**src/rtl/ssd_pkg.sv**
```systemverilog
// Shared constants and helpers for the seven-segment scan controller.
package ssd_pkg;

  localparam int unsigned SEG_W      = 7;
  localparam int unsigned NUM_DIGITS = 4;
  localparam int unsigned IDX_W      = 2;
  localparam int unsigned BUF_W      = SEG_W * NUM_DIGITS;

  localparam logic [SEG_W-1:0]      SEG_BLANK = 7'h7F;
  localparam logic [BUF_W-1:0]      BUF_BLANK = 28'hFFFFFFF;
  localparam logic [NUM_DIGITS-1:0] ANODE_OFF = 4'b1111;

  typedef enum logic [1:0] {
    WrNone,
    WrClear,
    WrLoad,
    WrShift
  } wr_sel_e;

  function automatic logic [SEG_W-1:0] digit_sel(input logic [BUF_W-1:0] d,
                                                 input logic [IDX_W-1:0] i);
    return d[SEG_W*i +: SEG_W];
  endfunction

endpackage

```
**src/rtl/ssd_scan_controller_tick_gen.sv**
```systemverilog
// Free-running scan timebase: prescaler, digit slot index and blink phase.
module scan_tick_gen
  import ssd_pkg::*;
#(
  parameter int unsigned SCAN_DIV  = 100000,
  parameter int unsigned BLANK_CYC = 1000,
  parameter int unsigned BLINK_DIV = 250
) (
  input  logic             clk,
  input  logic             rst,
  output logic [IDX_W-1:0] idx_o,
  output logic             in_blank_o,
  output logic             blink_phase_o
);

  localparam int unsigned PW = (SCAN_DIV > 1) ? $clog2(SCAN_DIV) : 1;
  localparam int unsigned BW = (BLINK_DIV > 1) ? $clog2(BLINK_DIV) : 1;

  logic [PW-1:0]    presc_q, presc_d;
  logic [IDX_W-1:0] idx_q, idx_d;
  logic [BW-1:0]    slot_q, slot_d;
  logic             phase_q, phase_d;
  logic             presc_wrap, slot_wrap;

  assign presc_wrap = (presc_q == PW'(SCAN_DIV - 1));
  assign slot_wrap  = (slot_q == BW'(BLINK_DIV - 1));

  always_comb begin
    presc_d = presc_q + PW'(1);
    idx_d   = idx_q;
    slot_d  = slot_q;
    phase_d = phase_q;
    if (presc_wrap) begin
      presc_d = '0;
      idx_d   = idx_q + IDX_W'(1);
      if (slot_wrap) begin
        slot_d  = '0;
        phase_d = ~phase_q;
      end else begin
        slot_d = slot_q + BW'(1);
      end
    end
  end

  always_ff @(posedge clk) begin
    if (rst) begin
      presc_q <= '0;
      idx_q   <= '0;
      slot_q  <= '0;
      phase_q <= 1'b0;
    end else begin
      presc_q <= presc_d;
      idx_q   <= idx_d;
      slot_q  <= slot_d;
      phase_q <= phase_d;
    end
  end

  assign idx_o         = idx_q;
  assign in_blank_o    = (presc_q < PW'(BLANK_CYC));
  assign blink_phase_o = phase_q;

endmodule

```
**src/rtl/ssd_scan_controller.sv**
```systemverilog
// Four-digit segment buffer with prioritised writers, multiplexed onto shared anode/cathode pins.
module ssd_scan_controller
  import ssd_pkg::*;
#(
  parameter int unsigned SCAN_DIV  = 100000,
  parameter int unsigned BLANK_CYC = 1000,
  parameter int unsigned BLINK_DIV = 250
) (
  input  logic                  clk,
  input  logic                  rst,
  input  logic                  clear,
  input  logic                  load_valid,
  input  logic [BUF_W-1:0]      load_seg,
  input  logic                  shift_valid,
  input  logic [SEG_W-1:0]      shift_seg,
  input  logic [NUM_DIGITS-1:0] blink_mask,
  output logic                  load_ack,
  output logic                  shift_ack,
  output logic [BUF_W-1:0]      digits,
  output logic [2:0]            digit_count,
  output logic [NUM_DIGITS-1:0] anode,
  output logic [SEG_W-1:0]      seg
);

  logic [BUF_W-1:0]      digits_q, digits_d;
  logic [2:0]            count_q, count_d;
  logic                  load_ack_q, load_ack_d;
  logic                  shift_ack_q, shift_ack_d;
  logic [NUM_DIGITS-1:0] anode_q, anode_d;
  logic [SEG_W-1:0]      seg_q, seg_d;
  logic [IDX_W-1:0]      idx;
  logic                  in_blank;
  logic                  blink_phase;
  wr_sel_e               wr_sel;

  scan_tick_gen #(
    .SCAN_DIV (SCAN_DIV),
    .BLANK_CYC(BLANK_CYC),
    .BLINK_DIV(BLINK_DIV)
  ) u_tick (
    .clk          (clk),
    .rst          (rst),
    .idx_o        (idx),
    .in_blank_o   (in_blank),
    .blink_phase_o(blink_phase)
  );

  // Fixed priority; losing requests are simply dropped.
  always_comb begin
    if (clear)            wr_sel = WrClear;
    else if (load_valid)  wr_sel = WrLoad;
    else if (shift_valid) wr_sel = WrShift;
    else                  wr_sel = WrNone;
  end

  always_comb begin
    digits_d    = digits_q;
    count_d     = count_q;
    load_ack_d  = 1'b0;
    shift_ack_d = 1'b0;
    unique case (wr_sel)
      WrClear: begin
        digits_d = BUF_BLANK;
        count_d  = 3'd0;
      end
      WrLoad: begin
        digits_d   = load_seg;
        count_d    = 3'd4;
        load_ack_d = 1'b1;
      end
      WrShift: begin
        digits_d    = {digits_q[BUF_W-SEG_W-1:0], shift_seg};
        count_d     = (count_q == 3'd4) ? 3'd4 : count_q + 3'd1;
        shift_ack_d = 1'b1;
      end
      default: ;
    endcase
  end

  // Pins follow the current slot; blanking and blink both force the whole display dark.
  always_comb begin
    if (in_blank || (blink_phase && blink_mask[idx])) begin
      anode_d = ANODE_OFF;
      seg_d   = SEG_BLANK;
    end else begin
      anode_d = ~(NUM_DIGITS'(1) << idx);
      seg_d   = digit_sel(digits_q, idx);
    end
  end

  always_ff @(posedge clk) begin
    if (rst) begin
      digits_q    <= BUF_BLANK;
      count_q     <= 3'd0;
      load_ack_q  <= 1'b0;
      shift_ack_q <= 1'b0;
      anode_q     <= ANODE_OFF;
      seg_q       <= SEG_BLANK;
    end else begin
      digits_q    <= digits_d;
      count_q     <= count_d;
      load_ack_q  <= load_ack_d;
      shift_ack_q <= shift_ack_d;
      anode_q     <= anode_d;
      seg_q       <= seg_d;
    end
  end

  assign digits      = digits_q;
  assign digit_count = count_q;
  assign load_ack    = load_ack_q;
  assign shift_ack   = shift_ack_q;
  assign anode       = anode_q;
  assign seg         = seg_q;

endmodule

```
**config.mk**
```make
export PLATFORM = sky130hd
export DESIGN_NAME = ssd_scan_controller
export DESIGN_NICKNAME = d
export VERILOG_FILES = /design/src/rtl/ssd_pkg.sv /design/src/rtl/ssd_scan_controller_tick_gen.sv /design/src/rtl/ssd_scan_controller.sv
export SDC_FILE = /design/constraint.sdc
export NUM_CORES = 1
export LEC_CHECK = 0
export CORE_MARGIN = 5
export CORE_UTILIZATION = 44
export CTS_CLUSTER_SIZE = 8
export DETAILED_ROUTE_END_ITERATION = 16
export PLACE_DENSITY_LB_ADDON = 0.2
export SLEW_MARGIN = 20
export SYNTH_ARGS = -nofsm -noshare
export SYNTH_HDL_FRONTEND = slang
export SYNTH_SLANG_ARGS = --single-unit
export TNS_END_PERCENT = 5
```
**constraint.sdc**
```tcl
create_clock -name clk -period 1.9 [get_ports clk]
set_clock_uncertainty 0.15 [all_clocks]
set_input_delay 0.19 -clock clk [delete_from_list [all_inputs] [get_ports clk]]
set_output_delay 0.19 -clock clk [all_outputs]
set_load 0.02 [all_outputs]
```
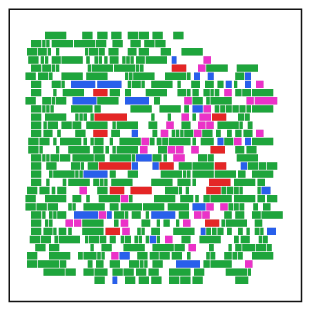
Fig. 1. Cell sizes after repair.
Scale: 3 px per µm.
legend:
  _0 and _1 cells:
    colour: green
    cells: 405
    share: 83%
  _3 and _4 cells:
    colour: magenta
    cells: 39
    share: 8.0%
  _6 and larger:
    colour: red
    cells: 15
    share: 3.1%
  _2 cells:
    colour: blue
    cells: 30
    share: 6.1%
final instance area: 0.00475 mm²
area growth from synthesis to layout: 42.9%
buffer count excluding the clock tree in the final layout: 125
final critical-path setup slack: 56.8 ps

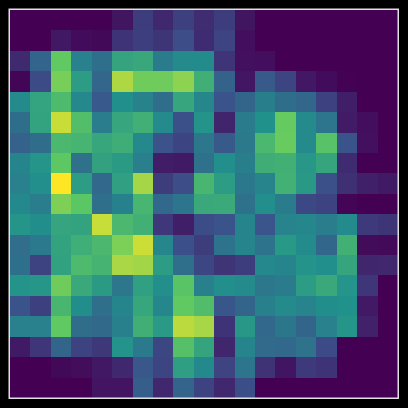
Fig. 2. Wiring heat map.
Scale: 4 px per µm. 19 x 19 tiles, from dark purple (low) to yellow (high), scaled to the fullest tile. Values are wire area over tile area, all layers added.
densest ninth of the die: west
fullest tile: 0.44
nearly empty tiles: 17%
emptiest ninth of the die: north-east
tiles over half the peak: 26%

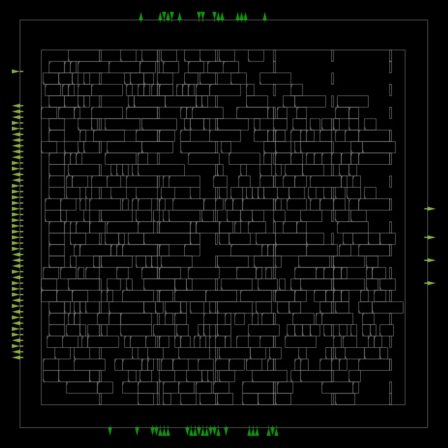
Fig. 3. Placed standard cells.
standard-cell rows: 31
Final Util: 0.651

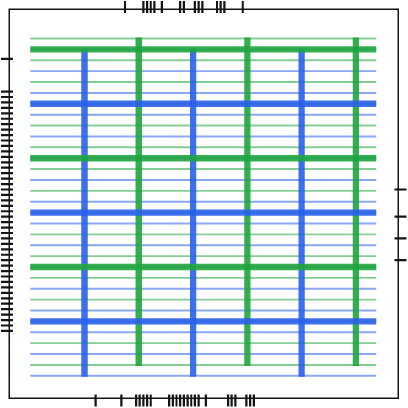
Fig. 4. Supply network.
Scale: 4 px per µm. Pins as bars on the die edge.
legend:
  VSS:
    colour: blue
  VDD:
    colour: green
met5 straps: 6
signal pins: 88
rows: 31
met1 rails: 32
met4 straps: 6

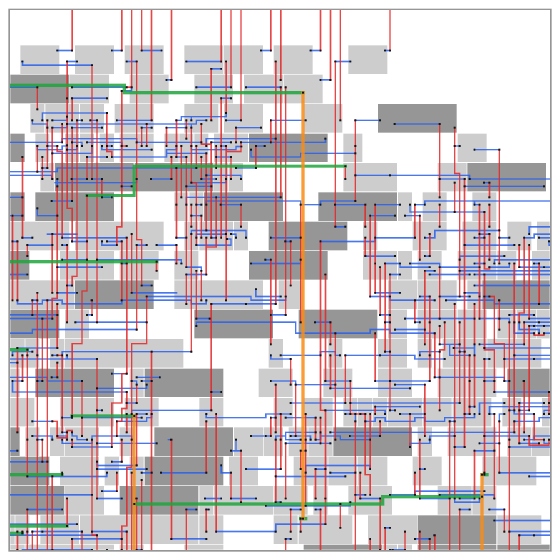
Fig. 5. Zoomed window.
Window x 23 to 73, y 43 to 93 µm. Cells in grey, sequential cells in the stronger grey; small squares are vias.
legend:
  metal 1:
    colour: blue
  metal 2:
    colour: red
  metal 4:
    colour: orange
  metal 3:
    colour: green
sequential cells in the window: 26
netlist names of flops here include: digits (10), u_tick.presc_q (10), seg (5)
cells with their middle in the window: 165
most frequent: dfxtp_1 (26), nand2_1 (21), clkdlybuf4s50_1 (20)

-- state kept, by name, summed over array words and instances, names as in the netlist --
signal	cells
seg	7
u_tick.idx_o	2
digits	28
load_ack	1
shift_ack	1
digit_count	3
u_tick.blink_phase_o	1
u_tick.slot_q	8
anode	4
u_tick.presc_q	17
-- layer usage --
metal / GRT usage / routed length [µm]
met1: 0.233 / 3780
met2: 0.301 / 4120
met4: 0.0724 / 143
met3: 0.0633 / 541
met5: 0 / 0
-- per-stage QoR --
step	TNS, ps	total power, W	utilization	area (µm²)
detailed placement	0	0.00205	0.619	4510
floorplan	0	0.00182	-	3320
finish	0	0.00336	0.651	4750
CTS	0	0.00338	0.649	4730
global route	-306	0.00351	0.651	4750
global placement	0	0.00204	0.619	4510
-- power breakdown --
part           internal (W)  switching (W)
clock              0.000768       0.000579
sequential          0.00155      0.0000407
combinational      0.000234       0.000188
total               0.00255       0.000807
-- layout make-up --
type | count | area, µm²
clock inverters | 6 | 82.6
well taps | 99 | 124
clock buffers | 10 | 138
multi-input cells | 265 | 1740
fillers | 648 | 2540
repair buffers | 125 | 1180
inverters | 11 | 41.3
flip-flops and latches | 72 | 1440
-- repair_timing --
| item | CTS | global route |
|---|---|---|
| endpoints found under the setup margin | 0 | 10 |
| resized | 0 | 5 |
| setup buffers | 0 | 0 |
-- cell families after synthesis --
kind of cell	share of synthesized area
mux	0.0603
xor+xnor	0.0369
buf+inv	0.0482
simple gates	0.257
flops	0.434
compound gates	0.130
fa+ha+maj	0.0339
-- critical path: stages (launching register included) --
cell,delay (ps)
sky130_fd_sc_hd__dfxtp_1,330
sky130_fd_sc_hd__nor4_4,340
sky130_fd_sc_hd__nand4_1,150
sky130_fd_sc_hd__buf_6,170
sky130_fd_sc_hd__or4_1,520
sky130_fd_sc_hd__a21oi_2,130
-- path summary, 6_finish.rpt --
check	from	endpoint	slack, ps	depth (start not counted)
worst min register to register	u_tick.slot_q[7]	u_tick.slot_q[7]	350	2
worst min-delay path	load_valid	shift_ack	90	2
worst max-delay path	u_tick.presc_q[14]	u_tick.slot_q[6]	60	5
worst max register to register	u_tick.presc_q[14]	u_tick.slot_q[6]	60	5
-- layout by cell type, fill, tap and decap left out, types with 9 or more instances in the layout --
cell,Yosys,layout
sky130_fd_sc_hd__clkdlybuf4s50_1,0,86
sky130_fd_sc_hd__dfxtp_1,72,72
sky130_fd_sc_hd__nand2_1,68,68
sky130_fd_sc_hd__nor2_1,39,38
sky130_fd_sc_hd__buf_4,0,35
sky130_fd_sc_hd__a221oi_1,25,25
sky130_fd_sc_hd__a21oi_1,15,13
sky130_fd_sc_hd__inv_1,11,11
sky130_fd_sc_hd__xnor2_1,11,11
sky130_fd_sc_hd__nor2_2,10,11
sky130_fd_sc_hd__clkbuf_8,0,10
sky130_fd_sc_hd__o21ai_0,9,9
==> qor.tcl <==
set qor(first_global_vias) 3062
set qor(register_area_share_after_synthesis) 0.434
set qor(report.final.slew_viol_count) 0
set qor(floorplan.nets) 427
set qor(detailedRoute.firstPassIterationCount) 4
set qor(result_of_the_run) {completed}
set qor(fraction_of_layout_instances_using_a_drive_strength_above_1) 0.172
set qor(detail_route.vias_per_cell) 5.30
set qor(clk_latency_ps) 340
set qor(dpl.hpwl_um) 6310
set qor(highest_net_fanout_along_the_worst_path) 9
set qor(placed_cells_incl_taps) 572
set qor(max_clock_freq_mhz) 543
set qor(static_leak_nw) 1.77
set qor(detail_route.drc_violations) 0
set qor(clock_path_buffers) 2
set qor(worst_slew_pin_slew_ps) 444
set qor(drtIter0Drc) 102
set qor(holdBufCountCts) 0
set qor(post-place-ws_ps) 42.3
set qor(hold_removal_path_class) {input pin to flip-flop}
set qor(cp_data_arrival_time_ps) 1980
set qor(postSynthRegisterBits) 72
set qor(clk_transition_reported_paths_ps) 80
set qor(synthesis.area_per_instance_um2) 8.88
set qor(grt_start_max_net_pins) 37
set qor(max_cap_violations) 0
set qor(power.density_cell_area_mw_per_mm2) 708
set qor(initCoreUtil) 0.456
set qor(buffer_ports.inserted) 87
set qor(clock_tree_from_tritoncts) {done}
set qor(netlist_top_cells_count) {sky130_fd_sc_hd__dfxtp_1, sky130_fd_sc_hd__nand2_1, sky130_fd_sc_hd__nor2_1}
set qor(syn-cell-area_mm2) 0.00332
set qor(chipWidth_um) 96.9
set qor(finalWeightedCongestion) 0.845
set qor(detail-route-antenna-nets) 0
set qor(finalCriticalPeriod_ps) 1840
set qor(core_area_mm2) 0.00729
set qor(routed_wl_um) 8580
set qor(die-area_mm2) 0.00939
set qor(setup.worst_path.start_class) {flip-flop}
set qor(yosysCellCount) 374
set qor(max_slew_margin) 0.702
set qor(layoutNonFillerInstCount) 588
set qor(gr-total-overflow) 0
set qor(die_h_um) 96.9
set qor(required_time_of_the_worst_setup_path_ps) 2030
set qor(grt_use_total) 0.188
set qor(synth-edff-count) 0
set qor(cts_buffers) 9
set qor(vdd.ir_drop.worst_uv) 343
set qor(timing_worst_setup_path_type) {flip-flop to flip-flop}
set qor(finalHoldWorstSlack_ps) 92.1
set qor(synth_cell_types) 45
set qor(ys_area_mm2) 0.00332
set qor(htree_num_levels) 3
set qor(netlist_instances) 374
set qor(clock_sink_count) 72
set qor(critPathCaptureType) {flip-flop}
set qor(number_of_antenna_violations_at_the_first_check_in_global_routing) 0
set qor(clock_root_cell) {sky130_fd_sc_hd__clkbuf_8}
set qor(vias) 3118
Power is estimated from default activity; no workload was simulated.
